<file path="src/rtl/mux_pkg.sv">
// Shared constants and helpers for the pipelined N-input mux.
// Provides mode encodings and the select-width helper.
package mux_pkg;

  localparam int MODE_SELECT = 0;
  localparam int MODE_RR     = 1;

  // select/grant width: at least one bit, even for two channels
  function automatic int sel_width(input int n);
    return (n <= 2) ? 1 : $clog2(n);
  endfunction

endpackage

</file>
<file path="src/rtl/rr_arbiter.sv">
// Round-robin arbiter: scans req from ptr upward with wrap.
// Ports: clk, rst, req, take (transfer done), idx, found.
module rr_arbiter
  import mux_pkg::*;
#(
  parameter int NUM_IN = 2
) (
  input  logic                          clk,
  input  logic                          rst,
  input  logic [NUM_IN-1:0]             req,
  input  logic                          take,
  output logic [sel_width(NUM_IN)-1:0]  idx,
  output logic                          found
);

  localparam int SW = sel_width(NUM_IN);

  logic [SW-1:0] ptr;
  int            j;

  always_comb begin
    idx   = '0;
    found = 1'b0;
    j     = 0;
    for (int i = 0; i < NUM_IN; i++) begin
      j = int'(ptr) + i;
      if (j >= NUM_IN) j = j - NUM_IN;
      if (!found && req[j]) begin
        found = 1'b1;
        idx   = SW'(j);
      end
    end
  end

  // pointer moves just past the channel that was served
  always_ff @(posedge clk or posedge rst) begin
    if (rst) begin
      ptr <= '0;
    end else if (take) begin
      if (int'(idx) == NUM_IN - 1) ptr <= '0;
      else                         ptr <= idx + 1'b1;
    end
  end

endmodule

</file>
<file path="src/rtl/pipe_mux_n.sv">
// N-input mux with one registered valid/ready output stage.
// Ports: clk, rst, in_data/in_valid/in_ready, sel, out_*, grant, sel_err.
module pipe_mux_n
  import mux_pkg::*;
#(
  parameter int WIDTH  = 26,
  parameter int NUM_IN = 2,
  parameter int MODE   = 0
) (
  input  logic                          clk,
  input  logic                          rst,
  input  logic [NUM_IN*WIDTH-1:0]       in_data,
  input  logic [NUM_IN-1:0]             in_valid,
  output logic [NUM_IN-1:0]             in_ready,
  input  logic [sel_width(NUM_IN)-1:0]  sel,
  output logic [WIDTH-1:0]              out_data,
  output logic                          out_valid,
  input  logic                          out_ready,
  output logic [sel_width(NUM_IN)-1:0]  grant,
  output logic                          sel_err
);

  localparam int SW = sel_width(NUM_IN);

  logic              load;
  logic              en;
  logic              xfer;
  logic              sel_ok;
  logic [SW-1:0]     ch;
  logic [NUM_IN-1:0] oh;
  logic [WIDTH-1:0]  mux;

  assign load   = !out_valid || out_ready;
  assign sel_ok = (int'(sel) < NUM_IN);

  generate
    if (MODE == MODE_RR) begin : g_rr
      logic [SW-1:0] aidx;
      logic          afound;
      rr_arbiter #(.NUM_IN(NUM_IN)) u_arb (
        .clk   (clk),
        .rst   (rst),
        .req   (in_valid),
        .take  (xfer),
        .idx   (aidx),
        .found (afound)
      );
      assign ch = aidx;
      assign en = afound;
    end else begin : g_sel
      assign ch = sel;
      assign en = sel_ok;
    end
  endgenerate

  // one-hot ready for the chosen channel; nothing during reset
  always_comb begin
    oh = '0;
    for (int k = 0; k < NUM_IN; k++) begin
      oh[k] = load && en && !rst && (ch == SW'(k));
    end
  end

  assign in_ready = oh;
  assign xfer     = |(in_valid & oh);

  always_comb begin
    mux = '0;
    for (int k = 0; k < NUM_IN; k++) begin
      if (oh[k]) mux = mux | in_data[k*WIDTH +: WIDTH];
    end
  end

  always_ff @(posedge clk or posedge rst) begin
    if (rst) begin
      out_valid <= 1'b0;
      out_data  <= '0;
      grant     <= '0;
    end else if (xfer) begin
      out_valid <= 1'b1;
      out_data  <= mux;
      grant     <= ch;
    end else if (load) begin
      out_valid <= 1'b0;
    end
  end

  always_ff @(posedge clk or posedge rst) begin
    if (rst) begin
      sel_err <= 1'b0;
    end else if (MODE == MODE_SELECT && !sel_ok) begin
      sel_err <= 1'b1;
    end
  end

endmodule

</file>
<file path="config.mk">
export PLATFORM = sky130hd
export DESIGN_NAME = pipe_mux_n
export DESIGN_NICKNAME = d
export VERILOG_FILES = /design/src/rtl/mux_pkg.sv /design/src/rtl/rr_arbiter.sv /design/src/rtl/pipe_mux_n.sv
export SDC_FILE = /design/constraint.sdc
export NUM_CORES = 1
export LEC_CHECK = 0
export CAP_MARGIN = 15
export CELL_PAD_IN_SITES_DETAIL_PLACEMENT = 2
export CELL_PAD_IN_SITES_GLOBAL_PLACEMENT = 2
export CORE_MARGIN = 3
export CORE_UTILIZATION = 24
export CTS_CLUSTER_DIAMETER = 200
export DETAILED_ROUTE_END_ITERATION = 10
export PLACE_DENSITY = 0.95
export SLEW_MARGIN = 20
export SYNTH_ARGS = -nofsm -noshare
export SYNTH_HDL_FRONTEND = slang
export SYNTH_SLANG_ARGS = --single-unit
</file>
<file path="constraint.sdc">
create_clock -name clk -period 2.8 [get_ports clk]
set_input_delay 0.28 -clock clk [delete_from_list [all_inputs] [get_ports clk]]
set_output_delay 0.28 -clock clk [all_outputs]
set_load 0.02 [all_outputs]
</file>
Fig. 1: metal 1
Supply wires on this layer in grey.
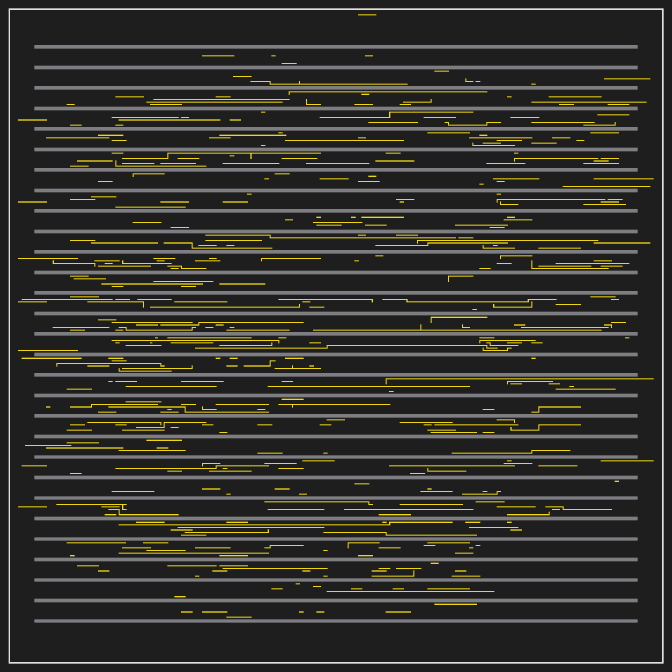
The wires run mostly horizontal. The layer carries 2120 um of wire. The longest straight run is 38.2 um.
GRT met1 Usage: 0.160
vias: 1373
Final Routed Wirelength: 5250 um

Fig. 2: I/O nets highlighted
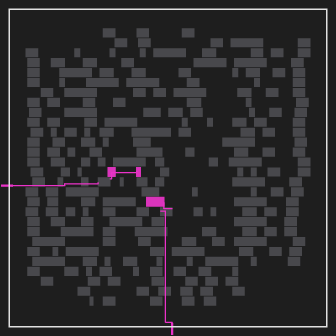
Key: magenta = in_valid [bits 2, direction input, end cells 3, buffers 2, wire 72.3 um]
# IOs: 89
port buffer count: 87

==> deck_impl_summary.md <==
Run Summary

Critical path
  • CP startpoint kind: input port
  • CP Capture Type: output port
  • Crit path buffers/inverters: 3
  • Worst reg2reg path startpoint: out_valid
  • Max Fanout on Critical Path: 5
  • Crit path required time: approximately 2500 ps
  • FF-to-FF setup slack: around 1000 ps
  • Crit-path max cell delay: between 600 and 700 ps
  • CP Launch Point: rst
  • Worst path arrival time: 1770 ps

Layout
  • NonClk Buf Share: 0.362
  • Number of fill cells in the layout: 693
  • Gate Area: 776 um2
  • Clock buf/inv share: 0.0277
  • Non-Filler Instances: between 200 and 300
  • Signal buffers: ~96
  • Final net count: 278
  • Invs w/o clock: 1
  • Share of cells above drive strength 1: 0.201
  • Comb gates: around 90
  • Sequential Area: roughly 700 um2
  • Clock buf count: 3

Power and ir drop
  • Max VDD drop: around 0.24 mV
  • Static leakage: between 1 and 1.5 nW
  • Clk pwr share: 0.236
  • Sw Share: 0.293
  • Overall Power: 1.35 mW
  • Gate power share: 0.385
  • PD cells: 524 mW/mm2
  • Int Pwr: about 0.96 mW

Clock network
  • Worst-case clock buffer depth: 2
  • Clk ins delay skew pair: 270 ps
  • Root buffer cell: clkbuf_8
  • CTS sink count: 28
  • CTS resizes: 0
  • Hold Buf Count CTS: 0
  • # H-tree levels: 1
  • CTS tree: done
  • CTS Buf Count: 3

Synthesis
  • Compound Share, Synth: 0.0225
  • Yosys warnings: 0
  • XOR Share, Synth: 0
  • Flip-flops with a built-in enable: 0
  • Register area share after synthesis: 0.451
  • Asr flop ratio synth: 1.00
  • Synthesized cell area: about 0.0016 mm2
  • Fa+ha+maj area frac: 0
  • Top cells by count, synth: dfrtp_1, nor3_1, mux2_2, mux2i_1, buf_2
  • Yosys cell count: approximately 130

Die
  • Chip height: approximately 87 um
  • N_taps: between 70 and 80

Timing
  • Unrepaired setup endpoints after global routing: false
  • Setup-failing EPs final: 0
  • Worst hold slack: approximately 460 ps
  • Fin crit period: a little over 2000 ps
  • Maximum clock frequency: roughly 0.5 GHz
  • Fin. Hold Viols: 0

Min path
  • Min-Delay Startpoint: sel
  • Worst Hold Depth: 3

Job
  • Max Cap Viol: 0

Detailed routing
  • TritonRoute pass-1 iters: 2
  • DRC viols: 0

Placement
  • GPL Wtd Cong: about 0.66
  • Post-Place Cells: just under 300

GRT
  • Grt ovf: 0
  • Vias in the first global route: about 1600

Status
  • Status: complete, no violations
Fig. 3: cell density map
The die is cut into 9 by 9 equal tiles; white is low, dark blue is high, 0 to 100% covered.
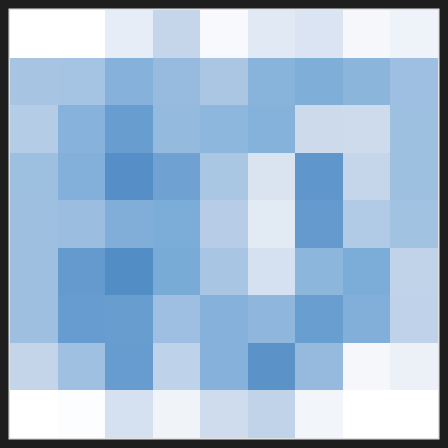
The fullest tile reaches 62%. The emptiest ninth of the die: bottom right. 7.4% of the tiles are nearly empty. The mean over all tiles is 33%. The densest ninth of the die: left middle.
post-layout util: 0.423
Initial Util: 0.255
core footprint: 0.00610 mm2

Fig. 4: congestion heat map
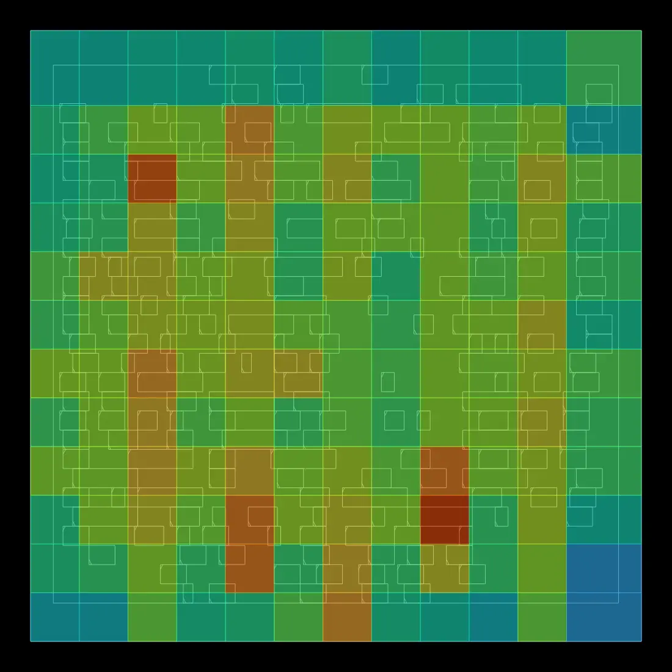
global-route usage over all layers: 0.140
DR WL/cell: 17.9 um
most used routing layer: met2
met2 usage: 0.264
M3 GR Usage: 0.0323

power by group through the flow:
| stage | combinational [mW] | sequential [mW] | clock (mW) |
|---|---|---|---|
| 6_report | 0.520 | 0.512 | 0.319 |
| 3_5_place_dp | 0.529 | 0.521 | 0 |
| 4_1_cts | 0.531 | 0.515 | 0.336 |
| 2_1_floorplan | 0.159 | 0.608 | 0 |
| 5_1_grt | 0.554 | 0.525 | 0.352 |
| 3_3_place_gp | 0.513 | 0.517 | 0 |
cells in the final DEF, fill, tap and decap left out:
cell type	instances
inv_1	1
nor3_1	27
bufinv_16	1
nor2_1	1
o32ai_1	1
nand2b_4	1
a211oi_4	1
clkdlybuf4s50_1	86
nand2_1	1
mux2_2	26
or2_2	1
dfrtp_1	28
clkbuf_8	3
and3_1	1
conb_1	1
a31oi_1	1
nor2b_2	1
buf_4	9
buf_2	1
mux2i_1	26
nand2b_1	1
flip-flops by register name (all words and copies together) (netlist names):
register,flops
out_data,26
grant,1
out_valid,1
per-layer routing:
layer | GRT usage | routed length, um | vias up | share of wire
li1 | - | - | 648 | -
met1 | 0.160 | 2120 | 667 | 0.40
met2 | 0.264 | 2700 | 56 | 0.51
met3 | 0.0323 | 412 | 2 | 0.078
met4 | 0.0297 | 25 | 0 | 0.0048
met5 | 0 | 0 | - | 0
worst max-delay path by stage:
stage,end,slack [ps],cells past startpoint
finish,in_ready[1],750,4
global route,in_ready[1],690,4
CTS,in_ready[1],740,4
detailed placement,out_data[1],740,6
global placement,in_ready[0],780,3
floorplan,in_ready[1],850,4
through the flow:
stage / util / worst slack [ps]
5_1_grt: 0.423 / 687
2_1_floorplan: - / 853
3_3_place_gp: 0.411 / 775
3_5_place_dp: 0.411 / 742
6_report: 0.423 / 751
4_1_cts: 0.423 / 737
Power figures rest on the tool's default switching activity, not on a simulated workload.
